===== src/rtl/cnn_cnt_pkg.sv =====
// ---------------------------------------------------------------------------
// cnn_cnt_pkg
// Shared types for the address sequence counter slice.
//   clr_state_t : clear-handshake FSM states.
//     ARMED : a clear request is accepted.
//     LOCK  : clr is held high after an accepted clear and is ignored
//             until it drops.
// The optional saturating build is selected with macro ADDR_CNT_SAT_EN.
// ---------------------------------------------------------------------------
package cnn_cnt_pkg;

    typedef enum logic {
        ARMED = 1'b0,
        LOCK  = 1'b1
    } clr_state_t;

endpackage


===== src/rtl/cnt_channel.sv =====
// ---------------------------------------------------------------------------
// cnt_channel
// This is one counter channel of addr_seq_counter. Each cycle it applies one
// action, in this priority order:
//   clear > load > advance > hold.
// The count always stays below DEPTH.
//
// Configuration macro ADDR_CNT_SAT_EN:
//   undefined : an advance from DEPTH-1 wraps to 0, and wrap_o pulses for
//               one cycle.
//   defined   : an advance from DEPTH-1 holds at DEPTH-1, and wrap_o is a
//               level flag that is high while count_o == DEPTH-1.
//
// Ports
//   clk      : clock, rising edge
//   rst_n    : synchronous reset, active-low
//   clr_i    : clear this channel (already qualified by the handshake FSM)
//   load_i   : load this channel
//   load_val : load value; values >= DEPTH are clamped to DEPTH-1
//   en_i     : advance enable
//   count_o  : current count
//   wrap_o   : wrap indication (see the macro description above)
// ---------------------------------------------------------------------------
module cnt_channel #(
    parameter int CNT_W = 8,
    parameter int DEPTH = 256
) (
    input  logic             clk,
    input  logic             rst_n,
    input  logic             clr_i,
    input  logic             load_i,
    input  logic [CNT_W-1:0] load_val,
    input  logic             en_i,
    output logic [CNT_W-1:0] count_o,
    output logic             wrap_o
);

    localparam logic [CNT_W-1:0] TOP = CNT_W'(DEPTH - 1);

    // DEPTH may be 2**CNT_W, so compare with one extra bit.
    function automatic logic [CNT_W-1:0] clamp_load(input logic [CNT_W-1:0] v);
        if ({1'b0, v} >= (CNT_W + 1)'(DEPTH))
            return TOP;
        else
            return v;
    endfunction

    logic [CNT_W-1:0] count;
    logic [CNT_W-1:0] count_nxt;
`ifndef ADDR_CNT_SAT_EN
    logic             wrap_evt;
    logic             wrap_q;
`endif

    always_comb begin
        count_nxt = count;
`ifndef ADDR_CNT_SAT_EN
        wrap_evt  = 1'b0;
`endif
        if (clr_i) begin
            count_nxt = '0;
        end else if (load_i) begin
            count_nxt = clamp_load(load_val);
        end else if (en_i) begin
            if (count == TOP) begin
`ifdef ADDR_CNT_SAT_EN
                count_nxt = TOP;
`else
                count_nxt = '0;
                wrap_evt  = 1'b1;
`endif
            end else begin
                count_nxt = count + 1'b1;
            end
        end
    end

    always_ff @(posedge clk) begin
        if (!rst_n) begin
            count  <= '0;
`ifndef ADDR_CNT_SAT_EN
            wrap_q <= 1'b0;
`endif
        end else begin
            count  <= count_nxt;
`ifndef ADDR_CNT_SAT_EN
            wrap_q <= wrap_evt;
`endif
        end
    end

    assign count_o = count;
`ifdef ADDR_CNT_SAT_EN
    assign wrap_o  = (count == TOP);
`else
    assign wrap_o  = wrap_q;
`endif

endmodule


===== src/rtl/addr_seq_counter.sv =====
// ---------------------------------------------------------------------------
// addr_seq_counter
// This module contains N_CH independent address counters. Each counter
// counts modulo DEPTH. A clear or a load goes to the channel selected by
// ch_sel. A clear handshake FSM accepts one clear for each rising edge of
// clr.
//
// Optional build macro ADDR_CNT_SAT_EN: the counters saturate at DEPTH-1
// instead of wrapping, and wrap becomes a level flag.
//
// Ports
//   clk      : clock, rising edge
//   rst_n    : synchronous reset, active-low
//   ch_sel   : target channel for clr/load
//   clr      : clear request for channel ch_sel
//   load     : load request for channel ch_sel
//   load_val : load value (clamped to DEPTH-1)
//   en       : per-channel advance enable
//   count    : channel i is at [i*CNT_W +: CNT_W]
//   wrap     : per-channel wrap indication
//   clr_ack  : one-cycle acknowledge of an accepted clear
// ---------------------------------------------------------------------------
module addr_seq_counter
    import cnn_cnt_pkg::*;
#(
    parameter int CNT_W = 8,
    parameter int DEPTH = 256,
    parameter int N_CH  = 4,
    localparam int SEL_W = (N_CH > 1) ? $clog2(N_CH) : 1
) (
    input  logic                  clk,
    input  logic                  rst_n,
    input  logic [SEL_W-1:0]      ch_sel,
    input  logic                  clr,
    input  logic                  load,
    input  logic [CNT_W-1:0]      load_val,
    input  logic [N_CH-1:0]       en,
    output logic [N_CH*CNT_W-1:0] count,
    output logic [N_CH-1:0]       wrap,
    output logic                  clr_ack
);

    clr_state_t      state;
    clr_state_t      state_nxt;
    logic            clr_acc;
    logic [N_CH-1:0] clr_sel;
    logic [N_CH-1:0] load_sel;

    // A clear is accepted only in ARMED. While in LOCK, clr is treated as
    // absent, so load and en for the selected channel still apply.
    always_comb begin
        state_nxt = state;
        clr_acc   = 1'b0;
        case (state)
            ARMED: begin
                if (clr) begin
                    clr_acc   = 1'b1;
                    state_nxt = LOCK;
                end
            end
            LOCK: begin
                if (!clr)
                    state_nxt = ARMED;
            end
            default: state_nxt = ARMED;
        endcase
    end

    always_ff @(posedge clk) begin
        if (!rst_n) begin
            state   <= ARMED;
            clr_ack <= 1'b0;
        end else begin
            state   <= state_nxt;
            clr_ack <= clr_acc;
        end
    end

    // Decode ch_sel into per-channel strobes. An out-of-range ch_sel
    // selects no channel.
    always_comb begin
        clr_sel  = '0;
        load_sel = '0;
        for (int i = 0; i < N_CH; i++) begin
            if (ch_sel == SEL_W'(i)) begin
                clr_sel[i]  = clr_acc;
                load_sel[i] = load;
            end
        end
    end

    for (genvar g = 0; g < N_CH; g++) begin : g_ch
        cnt_channel #(
            .CNT_W (CNT_W),
            .DEPTH (DEPTH)
        ) u_ch (
            .clk      (clk),
            .rst_n    (rst_n),
            .clr_i    (clr_sel[g]),
            .load_i   (load_sel[g]),
            .load_val (load_val),
            .en_i     (en[g]),
            .count_o  (count[g*CNT_W +: CNT_W]),
            .wrap_o   (wrap[g])
        );
    end

endmodule


===== config.mk =====
export PLATFORM = sky130hd
export DESIGN_NAME = addr_seq_counter
export DESIGN_NICKNAME = d
export VERILOG_FILES = /design/src/rtl/cnn_cnt_pkg.sv /design/src/rtl/cnt_channel.sv /design/src/rtl/addr_seq_counter.sv
export SDC_FILE = /design/constraint.sdc
export NUM_CORES = 1
export LEC_CHECK = 0
export CORE_MARGIN = 5
export CORE_UTILIZATION = 49
export DETAILED_ROUTE_END_ITERATION = 8
export PLACE_DENSITY = 0.83
export SLEW_MARGIN = 0
export SYNTH_ARGS = -nofsm -noshare
export SYNTH_HDL_FRONTEND = slang
export SYNTH_SLANG_ARGS = --single-unit

===== constraint.sdc =====
create_clock -name clk -period 1.8 [get_ports clk]
set_input_delay 0.27 -clock clk [delete_from_list [all_inputs] [get_ports clk]]
set_output_delay 0.27 -clock clk [all_outputs]
set_load 0.01 [all_outputs]

Fig. 1: run 1, metal layers overlaid
Bar = 20 um. Only two layers are drawn.
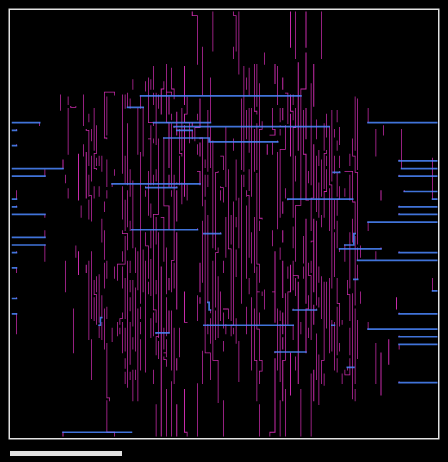
[metal 3] blue | wire length: 365 um
[metal 2] magenta | wire length: 2750 um
vias: 2110
WL final: 5780 um
global-route usage over all layers: 19.7%
Avg WL per Cell: 15.8 um

Fig. 2: run 1, sequential cells coloured by netlist name
Bar = 20 um. Other sequential cells in the stronger grey, the rest of the logic in the fainter grey.
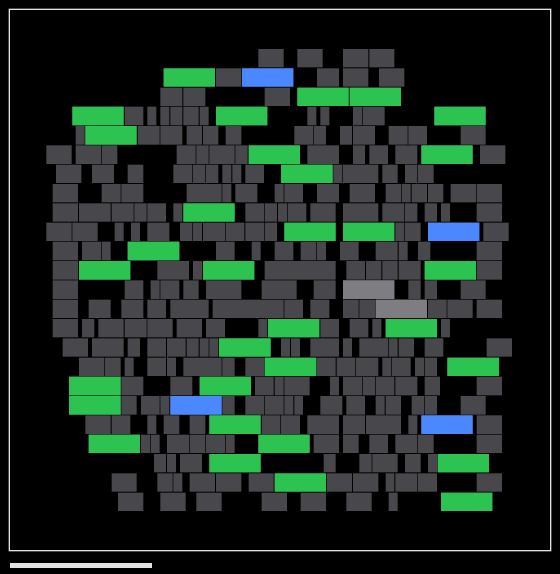
[g_ch.u_ch.count_o] green | placed flops: 32 | where: all over the die
[g_ch.u_ch.wrap_o] blue | placed flops: 4
not coloured: 2
Sequential Area: 761 um^2
fraction of area in registers: 26.3%
fin util: 67.3%
sequential logic power: 941 uW

Fig. 3: run 1, placed cells, one colour a class
Fill, decap, tap and diode cells in grey.
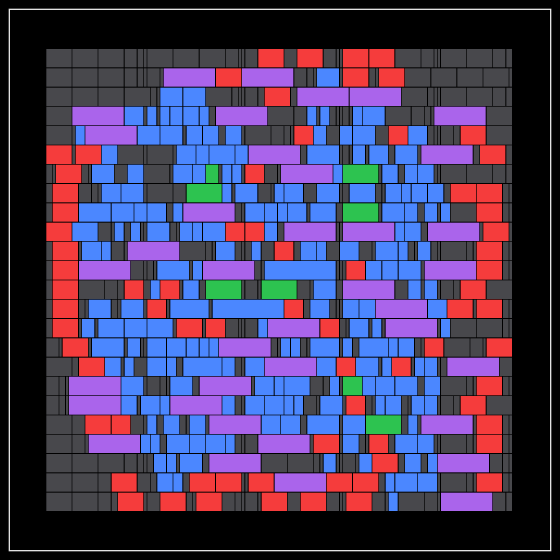
[flops] purple | cells: 38
[combinational and other logic] blue | cells: 194
[clock drivers and dummy loads] green | cells: 8
[other buffers and delay cells] red | cells: 73
site row count: 24
CORE AREA: 4290 um^2

Fig. 4: run 1, clock distribution
Bar = 20 um.
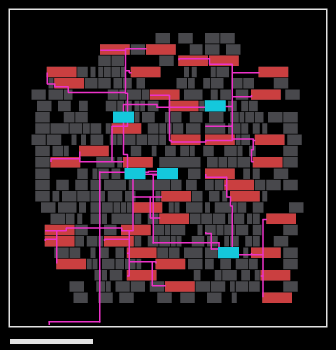
[clock drivers] cyan | count: 5
[flip-flops] red | count: 38
[clock wires] magenta | length: 502 um
flops lie: all over the die
routed clock nets: 6
Final Skew: 6.32 ps
clk pwr: 626 uW
power share of the clock group: 32.0%

==> results_dict.tcl, run 1 <==
# collected from the flow reports
set metrics [dict create \
    status "finished, final reports clean" \
    p_total_uw 1960 \
    dpl.hpwl_um 4200 \
    critPathCapture "count[3]" \
    r2r-start "g_ch[2].u_ch.count_o[1]" \
    yosysSeqAreaShare_pct 35.5 \
    sh_comb_area_pct 42.9 \
    cts_setup_buffers 0 \
    h-tree-depth 2 \
    slowest_delay_ps 590 \
    cp.depth 1 \
    netlist_top_cells_area "dfxtp_1 35%, xnor2_1 6.5%, nor2_1 5.8%" \
    clock_cell_area_share_pct 3.29 \
    finalSetupTns_ps 0 \
    ys_chip_area_um2 2140 \
    synthCells 248 \
    grt_setup_unrepaired "no" \
    grt-busiest-layer "met2" \
    grt_max_degree 13 \
    ys_types 41 \
    r2r.worst_path.cells 5 \
    hold_start "g_ch[2].u_ch.count_o[7]" \
    finalSetupViolCount 0 \
    tightest_slew_ps 388 \
    synth_nets 270 \
    gr-usage-met1_pct 25.5 \
    hold_path.class "reg -> reg" \
    wl_met1_um 2570 \
    hold_viol 0 \
    ys_cells 248 \
    use_met3_pct 4.61 \
    place_area_um2 2790 \
    p_int_uw 1400 \
    ys_sh_simple_pct 24.2 \
    openroad.warnings 26 \
    p_switching_uw 557 \
    syn_area_per_cell_um2 8.65 \
    drv_slew 0 \
    die-area_um2 5800 \
    largestClassByArea "logic gates" \
    arrival_ps 1350 \
    mi_logic_area_um2 1240 \
    flop-count 38 \
    synth-edff-count 0 \
    ys.flops 38 \
    timing.final.ws_setup_ps 183 \
    vdd_drop_max_mv 0.355 \
    clk_latency_ps 300 \
    fmax_mhz 619 \
    grt_pass1_wl_um 9470 \
    yosys_warnings 0 \
    final_cell_mix "54 x clkdlybuf4s50_1, 38 x dfxtp_1, 33 x nor2_1" \
    end_kind "primary output" \
    ctsResizeCount 0 \
    crit_fanout 6 \
    synthAoiAreaFrac_pct 19.6 \
    reg2reg_slack_ps 210 \
    placed_cells 357 \
    drive_above_1_share_pct 11.8 \
    cts_buffer_depth 2 \
    drc 0 \
    final_area_um2 2890 \
    startpoint "g_ch[0].u_ch.count_o[3]" \
    first_pass_iters 4 \
    nonClockInverterCount 12 \
    crit_type "reg -> out" \
    grt_pass1_vias 1992 \
    die_h_um 76.2 \
    relSlewSlack_pct 74.1 \
    crit_required_ps 1530 \
    power_leader "sequential cells" \
    buffer_area_share_pct 23.6 \
    power.leakage_uw 0.00100 \
    comb.multi_input.count 182 \
    cts_tree "done" \
    critPathBufInv 1 \
    synth_async_sr_flop_share_pct 0 \
    largest_register_ffs 32 \
    fp_util_pct 49.9 \
    fa_ha_area_share_pct 2.33 \
    gp_congestion 0.797 \
    whs_ps 543 \
    hold_buffers 0 \
    antenna_found_initial 0 \
    min_path_cells 2 \
    diodes 0 \
    p_comb_uw 390 \
    cp_cell_sequence "clkdlybuf4s50_1" \
    start_kind "register" \
    wl_met2_um 2750 \
    synth_top_cell_by_area "dfxtp_1" \
    switching_share_pct 28.5 \
    buffers 73 \
    synthToLayoutAreaGrowth_pct 34.7 \
    n_fill_cell 372 \
    fin_crit_ps 1620 \
    initialDrtViolationCount 180 \
    layout_top_cell "clkdlybuf4s50_1" \
    cp_slowest_cell "clkdlybuf4s50_1" \
    ios 55 \
    overflow 0 \
    final_cells 365 \
    synthTopLogicFamily "simple AND/OR/NAND/NOR gates" \
    top_cell "dfxtp_1" \
    muxShareOfSynthArea_pct 1.87 \
    path_delay_family "buffers and inverters" \
    clkbuf_count 6 \
    powerDensity_nw_per_um2 678 \
    dp_slack_ps -88.8 \
    worstHoldEndpoint "g_ch[2].u_ch.wrap_o" \
    postRouteAntennaNets 0 \
    numCtsBuffers 5 \
    root_buffer "clkbuf_8" \
    portBuffers 54 \
    p_comb_share_pct 19.9 \
    top_layer_used "met4" \
    min_period_over_period_pct 89.8 \
    ys.flop_type "dfxtp_1" \
    synth_area_um2 2140 \
    grtUsageMet2_pct 31.4 \
    cap_violations 0 \
    top_cells_by_count "38 x dfxtp_1, 33 x nor2_1, 16 x xnor2_1" \
    xor_area_share_pct 9.80 \
    wl_met3_um 364 \
    clkTransAtPathRegs_ps 80 \
    die_w_um 76.2 \
    nets 334 \
]
## Run 2: what changed since run 1
Settings changed: GPL_TIMING_DRIVEN set to 1, SKIP_LAST_GASP set to 1.
==> run 2 against run 1 <==
  * Clock power about the same
  * Sequential share of layout area unchanged
  * Via count unchanged
  * Worst hold slack unchanged
  * Setup slack unchanged
  * Routed wire length unchanged
  * Register-to-register slack about the same
  * Clock-buffer cell count unchanged
  * Critical path depth unchanged
  * Area after synthesis unchanged
  * Core utilization unchanged
  * First-iteration DRC count unchanged
  * Critical endpoint unchanged
  * Largest cell class unchanged
==> results_dict.tcl, run 2 <==
# collected from the flow reports
set metrics [dict create \
    status "finished, final reports clean" \
    finalSetupViolCount 0 \
    r2r.worst_path.cells 5 \
    dp_slack_ps -88.8 \
    synth_nets 270 \
    cp_slowest_cell "clkdlybuf4s50_1" \
    tightest_slew_ps 388 \
    sh_comb_area_pct 42.9 \
    critPathCapture "count[3]" \
    p_comb_share_pct 19.9 \
    slowest_delay_ps 590 \
    fa_ha_area_share_pct 2.33 \
    clock_cell_area_share_pct 3.29 \
    grt_pass1_vias 1992 \
    fmax_mhz 619 \
    fin_crit_ps 1620 \
    p_int_uw 1400 \
    grt_setup_unrepaired "no" \
    fin_worst_skew_ps 6.32 \
    synthAoiAreaFrac_pct 19.6 \
    drive_above_1_share_pct 11.8 \
    cp_cell_sequence "clkdlybuf4s50_1" \
    min_path_cells 2 \
    path_delay_family "buffers and inverters" \
    synthCells 248 \
    crit_type "reg -> out" \
    nonClockInverterCount 12 \
    grt_max_degree 13 \
    wire_per_inst_um 15.8 \
    wl_met1_um 2570 \
    start_kind "register" \
    seq_share_pct 26.3 \
    netlist_top_cells_area "dfxtp_1 35%, xnor2_1 6.5%, nor2_1 5.8%" \
    hold_start "g_ch[2].u_ch.count_o[7]" \
    vias 2110 \
    synth_async_sr_flop_share_pct 0 \
    grtUsageMet2_pct 31.4 \
    ys_chip_area_um2 2140 \
    top_cell "dfxtp_1" \
    coreArea_um2 4290 \
    comb.multi_input.count 182 \
    arrival_ps 1350 \
    cts_tree "done" \
    ys_types 41 \
    p_comb_uw 390 \
    flop-count 38 \
    first_pass_iters 4 \
    wl_met2_um 2750 \
    wirelength_um 5780 \
    synth-edff-count 0 \
    antenna_found_initial 0 \
    ys.flops 38 \
    placed_cells 357 \
    dpl.hpwl_um 4200 \
    cp.depth 1 \
    finalSetupTns_ps 0 \
    final_cell_mix "54 x clkdlybuf4s50_1, 38 x dfxtp_1, 33 x nor2_1" \
    root_buffer "clkbuf_8" \
    ios 55 \
    synthToLayoutAreaGrowth_pct 34.7 \
    drv_slew 0 \
]
Fig. 5: run 2, clock distribution
Bar = 20 um.
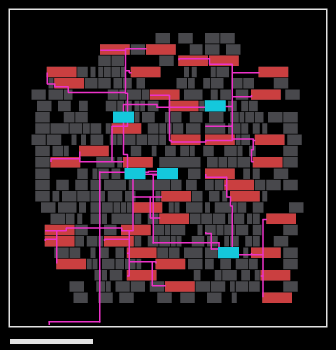
[clock drivers] cyan | count: 5
[flip-flops] red | count: 38
[clock wires] magenta | length: 502 um
flops lie: all over the die
worst skew pair latency: 300 ps

Power figures rest on the tool's default switching activity, not on a simulated workload.
